**Run 1: supply network**

Scale bar: 10 um. Pins as bars on the die edge. Tap cells in grey.
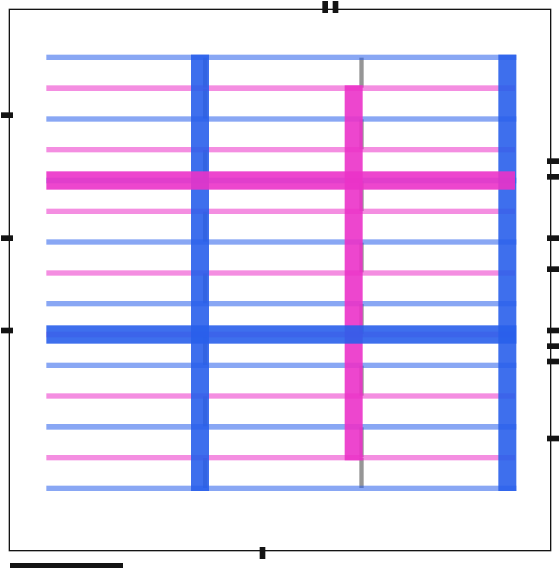
**Run 1: wire density map**

10 x 10 tiles, from dark blue (low) to red (high), scaled to the fullest tile. Values are wire area over tile area, all layers added.
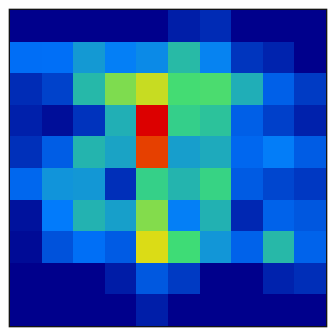
**Run 1: I/O nets highlighted**

Scale bar: 10 um.
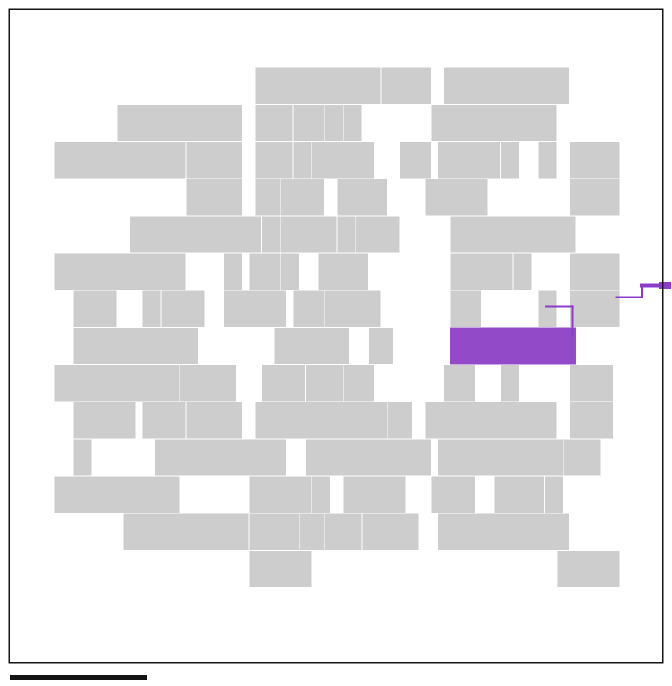
**src/rtl/timing_generator.sv**
```systemverilog
// timing_generator: master timing generator for the 4004 core.
//
// Divides sysclk into the non-overlapping clk1/clk2 enables (one sysclk each per
// 4-sysclk subcycle) and sequences the eight subcycles A1 A2 A3 M1 M2 X1 X2 X3.
// Also generates the internal power-on clear, held through one full clean
// instruction cycle after reset release.
//
// Optional feature macro: TIMING_EXT_SYNC_EN
//   When defined, the sync_in port exists. A high sync_in sampled at a clk2 edge
//   forces the next subcycle to A1, re-aligning a slave to the master's X3.
//
// Ports:
//   sysclk   in   system clock, all state updates on the rising edge
//   poc_n    in   asynchronous active-low reset (RESET pin)
//   sync_in  in   external X3 marker (TIMING_EXT_SYNC_EN builds only)
//   clk1     out  phase-1 enable
//   clk2     out  phase-2 enable
//   a12..x32 out  one-hot subcycle strobes A1..X3
//   sync     out  high during X3 (same as x32)
//   poc      out  active-high internal power-on clear
module timing_generator (
  input  logic sysclk,
  input  logic poc_n,
`ifdef TIMING_EXT_SYNC_EN
  input  logic sync_in,
`endif
  output logic clk1,
  output logic clk2,
  output logic a12,
  output logic a22,
  output logic a32,
  output logic m12,
  output logic m22,
  output logic x12,
  output logic x22,
  output logic x32,
  output logic sync,
  output logic poc
);

  typedef enum logic [2:0] {
    ScA1 = 3'd0,
    ScA2 = 3'd1,
    ScA3 = 3'd2,
    ScM1 = 3'd3,
    ScM2 = 3'd4,
    ScX1 = 3'd5,
    ScX2 = 3'd6,
    ScX3 = 3'd7
  } subcycle_e;

  logic       rel_q1, rel_q2;
  logic [1:0] ph_q, ph_d;
  logic       clk1_q, clk2_q;
  subcycle_e  subcycle_q, subcycle_d;
  logic [7:0] strobe_q, strobe_d;
  logic       armed_q, poc_q;
  logic       ext_sync;
  logic       wrap;

`ifdef TIMING_EXT_SYNC_EN
  assign ext_sync = sync_in;
`else
  assign ext_sync = 1'b0;
`endif

  // Two-flop release synchroniser; assertion clears it asynchronously.
  always_ff @(posedge sysclk or negedge poc_n) begin
    if (!poc_n) begin
      rel_q1 <= 1'b0;
      rel_q2 <= 1'b0;
    end else begin
      rel_q1 <= 1'b1;
      rel_q2 <= rel_q1;
    end
  end

  always_comb begin
    ph_d       = ph_q + 2'd1;
    // An X3->A1 transition, natural or forced by sync_in, only at a clk2 edge.
    wrap       = clk2_q && ((subcycle_q == ScX3) || ext_sync);
    subcycle_d = subcycle_q;
    if (clk2_q) begin
      subcycle_d = wrap ? ScA1 : subcycle_e'(3'(subcycle_q + 3'd1));
    end
    strobe_d   = 8'd1 << subcycle_d;
  end

  // State is already at reset values when rel_q2 is low (it can only be low
  // after an assertion), so simply holding keeps everything in reset.
  always_ff @(posedge sysclk or negedge poc_n) begin
    if (!poc_n) begin
      ph_q       <= 2'd3;
      clk1_q     <= 1'b0;
      clk2_q     <= 1'b0;
      subcycle_q <= ScX3;
      strobe_q   <= 8'h80;
      armed_q    <= 1'b0;
      poc_q      <= 1'b1;
    end else if (rel_q2) begin
      ph_q       <= ph_d;
      clk1_q     <= (ph_d == 2'd0);
      clk2_q     <= (ph_d == 2'd2);
      subcycle_q <= subcycle_d;
      strobe_q   <= strobe_d;
      // First wrap after release arms, second clears poc.
      if (wrap) begin
        if (!armed_q) begin
          armed_q <= 1'b1;
        end else begin
          poc_q <= 1'b0;
        end
      end
    end
  end

  assign clk1 = clk1_q;
  assign clk2 = clk2_q;
  assign a12  = strobe_q[0];
  assign a22  = strobe_q[1];
  assign a32  = strobe_q[2];
  assign m12  = strobe_q[3];
  assign m22  = strobe_q[4];
  assign x12  = strobe_q[5];
  assign x22  = strobe_q[6];
  assign x32  = strobe_q[7];
  assign sync = strobe_q[7];
  assign poc  = poc_q;

endmodule
```
**config.mk**
```make
export PLATFORM = sky130hd
export DESIGN_NAME = timing_generator
export DESIGN_NICKNAME = d
export VERILOG_FILES = /design/src/rtl/timing_generator.sv
export SDC_FILE = /design/constraint.sdc
export NUM_CORES = 1
export LEC_CHECK = 0
export ABC_AREA = 0
export CORE_MARGIN = 3
export CORE_UTILIZATION = 50
export DETAILED_ROUTE_END_ITERATION = 8
export GPL_TIMING_DRIVEN = 0
export PLACE_DENSITY = 0.82
export SLEW_MARGIN = 10
export SYNTH_ARGS = -nofsm -noshare
export SYNTH_HDL_FRONTEND = slang
export SYNTH_SLANG_ARGS = --single-unit
```
**constraint.sdc**
```tcl
create_clock -name sysclk -period 1.9 [get_ports sysclk]
set_input_delay 0.38 -clock sysclk [delete_from_list [all_inputs] [get_ports sysclk]]
set_output_delay 0.38 -clock sysclk [all_outputs]
set_load 0.05 [all_outputs]
```
==> results.yml, run 1 <==
# yosys + openroad results
setup_path:
  path_delay_family: "buffers and inverters"
  critPathKind: "register to output pin"
  crit_end: "m22"
  crit_start: "strobe_q[4]"
  startpoint_type: "register"
  r2r.worst_path.cells: 5
die:
  die_w_um: 47.7
  std_cell_rows: 14
  die_area_sq_um: 2280
  core_area_sq_um: 1580
  floorplan.die.height_um: 47.7
clock_network:
  cts.sink_count: 19
  cts-root-buf: "sky130_fd_sc_hd__clkbuf_4"
global_routing:
  first_global_vias: 459
  grt_overflow_total: 0
  global_route.usage.total_pct: 13.4
layout:
  seq_share_pct: 46.0
  antenna_cells: 0
  synthToLayoutAreaGrowth_pct: 21.2
  final_net_count: 94
  number_of_ordinary_and_repair_buffers_in_the_finished_layout: 17
  layout.area.seq_sq_um: 484
  drive_gt1_share_pct: 31.0
  stdcell_count: 103
final_timing:
  report.final.setup_viol: 0
  finalSetupTns_ns: 0
  timing.final.hold_violations: 0
  hold_ws_ns: 0.364
  final.period_utilization_pct: 97.6
  slew_violations: 0
synth:
  postSynthRegisterBits: 19
  synth-seq-area-share_pct: 55.7
  multiplexer_share_pct: 6.33
  async_reset_ff_share_pct: 100
  ys_top_cells_by_area: "sky130_fd_sc_hd__dfrtp_1, sky130_fd_sc_hd__dfstp_2, sky130_fd_sc_hd__ha_1"
  post-synth-top-count-cell: "sky130_fd_sc_hd__dfrtp_1"
  ys.flop_type: "sky130_fd_sc_hd__dfrtp_1"
  avgSynthCellArea_sq_um: 12.4
  synth-edff-count: 0
  synth.yosys.chip_area_sq_um: 870
  yosysTopAreaCell: "sky130_fd_sc_hd__dfrtp_1"
  synthesis.instances: 70
place:
  dpl.hpwl_um: 965
  place_area_sq_um: 1020
route:
  final_antenna_net_count: 0
run_status:
  run_status: "finished, final reports clean"
min_path:
  hold_start: "rel_q1"
flow_run:
  drv.max_cap_violation_count: 0
Notes on 'supply network' above:
| net | colour |
|---|---|
| VSS | blue |
| VDD | magenta |
met5 straps: 2
signal pins: 14

Notes on 'wire density map' above:
fullest tile: 0.44
nearly empty tiles: 23%
densest ninth of the die: centre
tiles over half the peak: 9.0%
mean over tiles: 0.093

Notes on 'I/O nets highlighted' above:
| port | colour | bits | direction | edge | end cells | wire |
|---|---|---|---|---|---|---|
| x12 | purple | 1 | output | right | 1 | 7.80 um |

## run 1: registers in the layout, summed over array words and instances, names as in the netlist
signal and flops:
clk1 1, armed_q 1, subcycle_q 3, strobe_q 8
rel_q2 1, clk2 1, poc 1, ph_q 2
rel_q1 1
## run 1: per-layer routing
layer,wire length (um),up-vias,GRT usage (%)
li1,-,274,-
met1,688,260,19.0
met2,573,13,19.8
met3,56,2,3.38
met4,26,0,4.84
met5,0,-,0
## run 1: repair_timing
item,in CTS,in global routing
hold buffers,0,0
resized,4,4
setup endpoints to repair,6,9
==> run 2, diff against run 1 <==
--- a/config.mk
+++ b/config.mk
@@ -11,7 +11,7 @@
 export DETAILED_ROUTE_END_ITERATION = 8
 export GPL_TIMING_DRIVEN = 0
 export PLACE_DENSITY = 0.82
-export SLEW_MARGIN = 10
+export SLEW_MARGIN = 20
 export SYNTH_ARGS = -nofsm -noshare
 export SYNTH_HDL_FRONTEND = slang
 export SYNTH_SLANG_ARGS = --single-unit
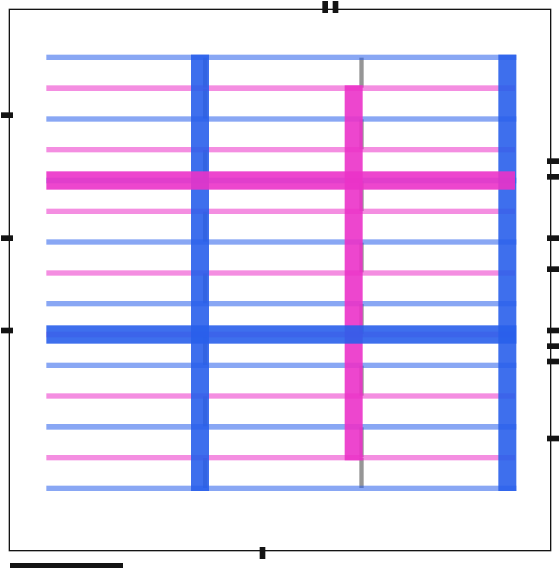
**Above:** run 2 (supply network).
Scale bar: 10 um. Pins as bars on the die edge. Tap cells in grey.
| net | colour |
|---|---|
| VDD | magenta |
| VSS | blue |
met1 rails: 15
met4 straps: 3

==> run 2 against run 1 <==
Net effect:
- sequential share of layout area is the same
- maximum frequency unchanged
- final cell count unchanged
- worst setup slack stayed put
- sequential cell count is the same
- core utilization stayed put
- design area did not move
- first-iteration DRC count stayed put
- critical path depth is the same
- critical path type unchanged
- largest cell class unchanged
- highest routed layer unchanged
==> results.yml, run 2 <==
# yosys + openroad results
layout:
  layout.area.seq_sq_um: 484
  largest_register_ff_count: 8
  final_net_count: 94
  regMostFlops: "strobe_q"
  antenna_cells: 0
  synthToLayoutAreaGrowth_pct: 21.2
  number_of_ordinary_and_repair_buffers_in_the_finished_layout: 17
  drive_gt1_share_pct: 31.0
global_routing:
  first_global_vias: 459
die:
  die_area_sq_um: 2280
  die_w_um: 47.7
  std_cell_rows: 14
  floorplan.die.height_um: 47.7
  core_area_sq_um: 1580
synth:
  synth.yosys.chip_area_sq_um: 870
  postSynthRegisterBits: 19
  synth-edff-count: 0
  ys.flop_type: "sky130_fd_sc_hd__dfrtp_1"
  avgSynthCellArea_sq_um: 12.4
  multiplexer_share_pct: 6.33
  ys_top_cells_by_area: "sky130_fd_sc_hd__dfrtp_1, sky130_fd_sc_hd__dfstp_2, sky130_fd_sc_hd__ha_1"
final_timing:
  timing.final.hold_violations: 0
  finalSetupTns_ns: 0
  final.period_utilization_pct: 97.6
  slew_violations: 0
  report.final.setup_viol: 0
  hold_ws_ns: 0.364
setup_path:
  startpoint_type: "register"
  critPathKind: "register to output pin"
  crit_start: "strobe_q[4]"
clock_network:
  cts.sink_count: 19
  cts-root-buf: "sky130_fd_sc_hd__clkbuf_4"
  post_cts_repair_resize_count: 4
min_path:
  hold_start: "rel_q1"
place:
  dpl.hpwl_um: 965
run_status:
  run_status: "finished, final reports clean"
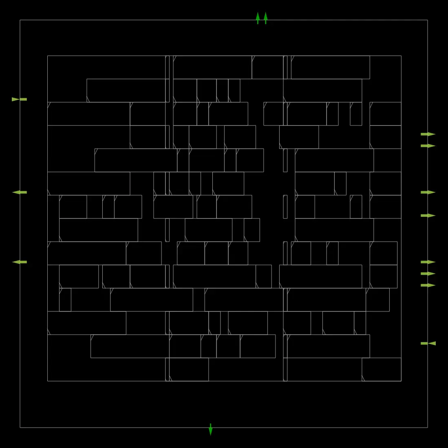
**Above:** run 2 (placement view).
Seq cells: 19
non-filler instance count after layout: 103

[run 2: cell counts after synthesis]
Identical to the previous run, type by type.
[run 2: final timing paths]
kind / depth (start not counted) / end / slack (ns)
worst max-delay path: 1 / m22 / 0.05
min in group asynchronous: 1 / strobe_q[3] / 0.52
worst min-delay path: 0 / rel_q2 / 0.36
worst min register to register: 0 / rel_q2 / 0.36
worst max register to register: 5 / strobe_q[3] / 0.07
max in group asynchronous: 1 / strobe_q[4] / 0.90
[run 2: routing by layer]
metal | routed length [um] | track usage [%] | vias to the layer above | part of all wire, %
met5 | 0 | 0 | - | 0
met4 | 26 | 4.84 | 0 | 1.9
met3 | 56 | 3.38 | 2 | 4.2
met2 | 573 | 19.8 | 13 | 43
met1 | 688 | 19.0 | 260 | 51
li1 | - | - | 274 | -
==> run 3, diff against run 2 <==
--- a/config.mk
+++ b/config.mk
@@ -5,7 +5,6 @@
 export SDC_FILE = /design/constraint.sdc
 export NUM_CORES = 1
 export LEC_CHECK = 0
-export ABC_AREA = 0
 export CORE_MARGIN = 3
 export CORE_UTILIZATION = 50
 export DETAILED_ROUTE_END_ITERATION = 8
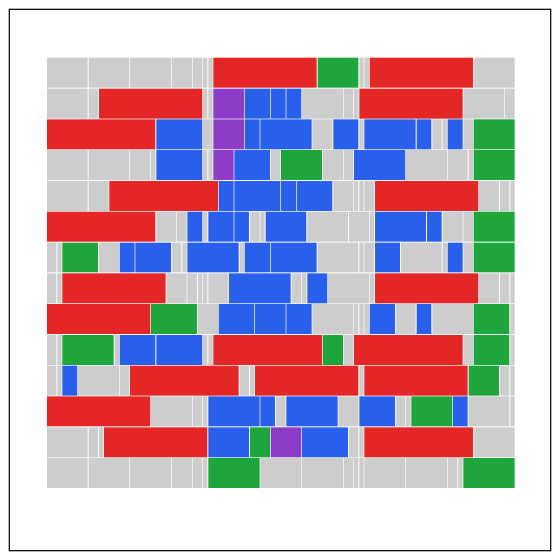
**Above:** run 3 (cells coloured by class).
Fill, decap, tap and diode cells in grey.
| class | colour | cells | share of their area |
|---|---|---|---|
| registers | red | 19 | 47% |
| remaining buffers and delay cells | green | 17 | 16% |
| remaining logic cells | blue | 47 | 35% |
| clock drivers and dummy loads | purple | 4 | 2.7% |

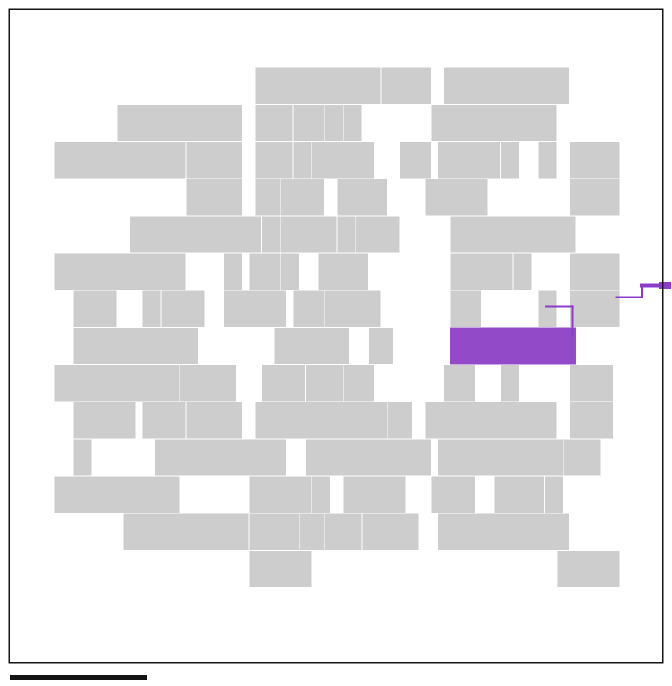
**Above:** run 3 (I/O nets highlighted).
Scale bar: 10 um.
| port | colour | bits | direction | edge | end cells | wire |
|---|---|---|---|---|---|---|
| x12 | purple | 1 | output | right | 1 | 7.80 um |

==> run 3 against run 2 <==
Net effect:
- sequential cell count stayed put
- first-iteration DRC count stayed put
- core utilization stayed put
- sequential share of layout area stayed put
- critical path depth stayed put
- clock-buffer cell count stayed put
- largest cell class unchanged
==> results.yml, run 3 <==
# yosys + openroad results
run_status:
  run_status: "finished, final reports clean"
synth:
  ys.flop_type: "sky130_fd_sc_hd__dfrtp_1"
  avgSynthCellArea_sq_um: 12.4
  multiplexer_share_pct: 6.33
  synth.yosys.chip_area_sq_um: 870
  ys_top_cells_by_area: "sky130_fd_sc_hd__dfrtp_1, sky130_fd_sc_hd__dfstp_2, sky130_fd_sc_hd__ha_1"
die:
  die_w_um: 47.7
  std_cell_rows: 14
  core_area_sq_um: 1580
  floorplan.die.height_um: 47.7
final_timing:
  report.final.setup_viol: 0
  slew_violations: 0
  timing.final.hold_violations: 0
  hold_ws_ns: 0.364
layout:
  synthToLayoutAreaGrowth_pct: 21.2
  largest_register_ff_count: 8
  number_of_ordinary_and_repair_buffers_in_the_finished_layout: 17
  drive_gt1_share_pct: 31.0
  seq_cells: 19
  stdcell_count: 103
  regMostFlops: "strobe_q"
  antenna_cells: 0
clock_network:
  cts.sink_count: 19
  cts-root-buf: "sky130_fd_sc_hd__clkbuf_4"
setup_path:
  crit_cells: 1
  r2r_end: "strobe_q[3]"
  setup.reg_to_reg.worst_slack_ns: 0.07
  startpoint_type: "register"
global_routing:
  first_global_vias: 459
==> run 3: cell counts in the layout (fill, tap and decap cells not counted) <==
No cell type changed its count.
==> run 3: metal layers <==
layer | up-vias | wire length (um) | GRT usage, %
met4 | 0 | 26 | 4.84
met1 | 260 | 688 | 19.0
met3 | 2 | 56 | 3.38
met5 | - | 0 | 0
li1 | 274 | - | -
met2 | 13 | 573 | 19.8
==> run 3: how the worst min path moves through the flow <==
stage / to / startpoint / depth (start not counted) / slack, ns
after floorplan: armed_q / poc_n / 0 / 0.08
after global placement: rel_q2 / rel_q1 / 0 / 0.33
after detailed placement: rel_q2 / rel_q1 / 0 / 0.34
after CTS: rel_q2 / rel_q1 / 0 / 0.36
after global routing: rel_q2 / rel_q1 / 0 / 0.37
final: rel_q2 / rel_q1 / 0 / 0.36
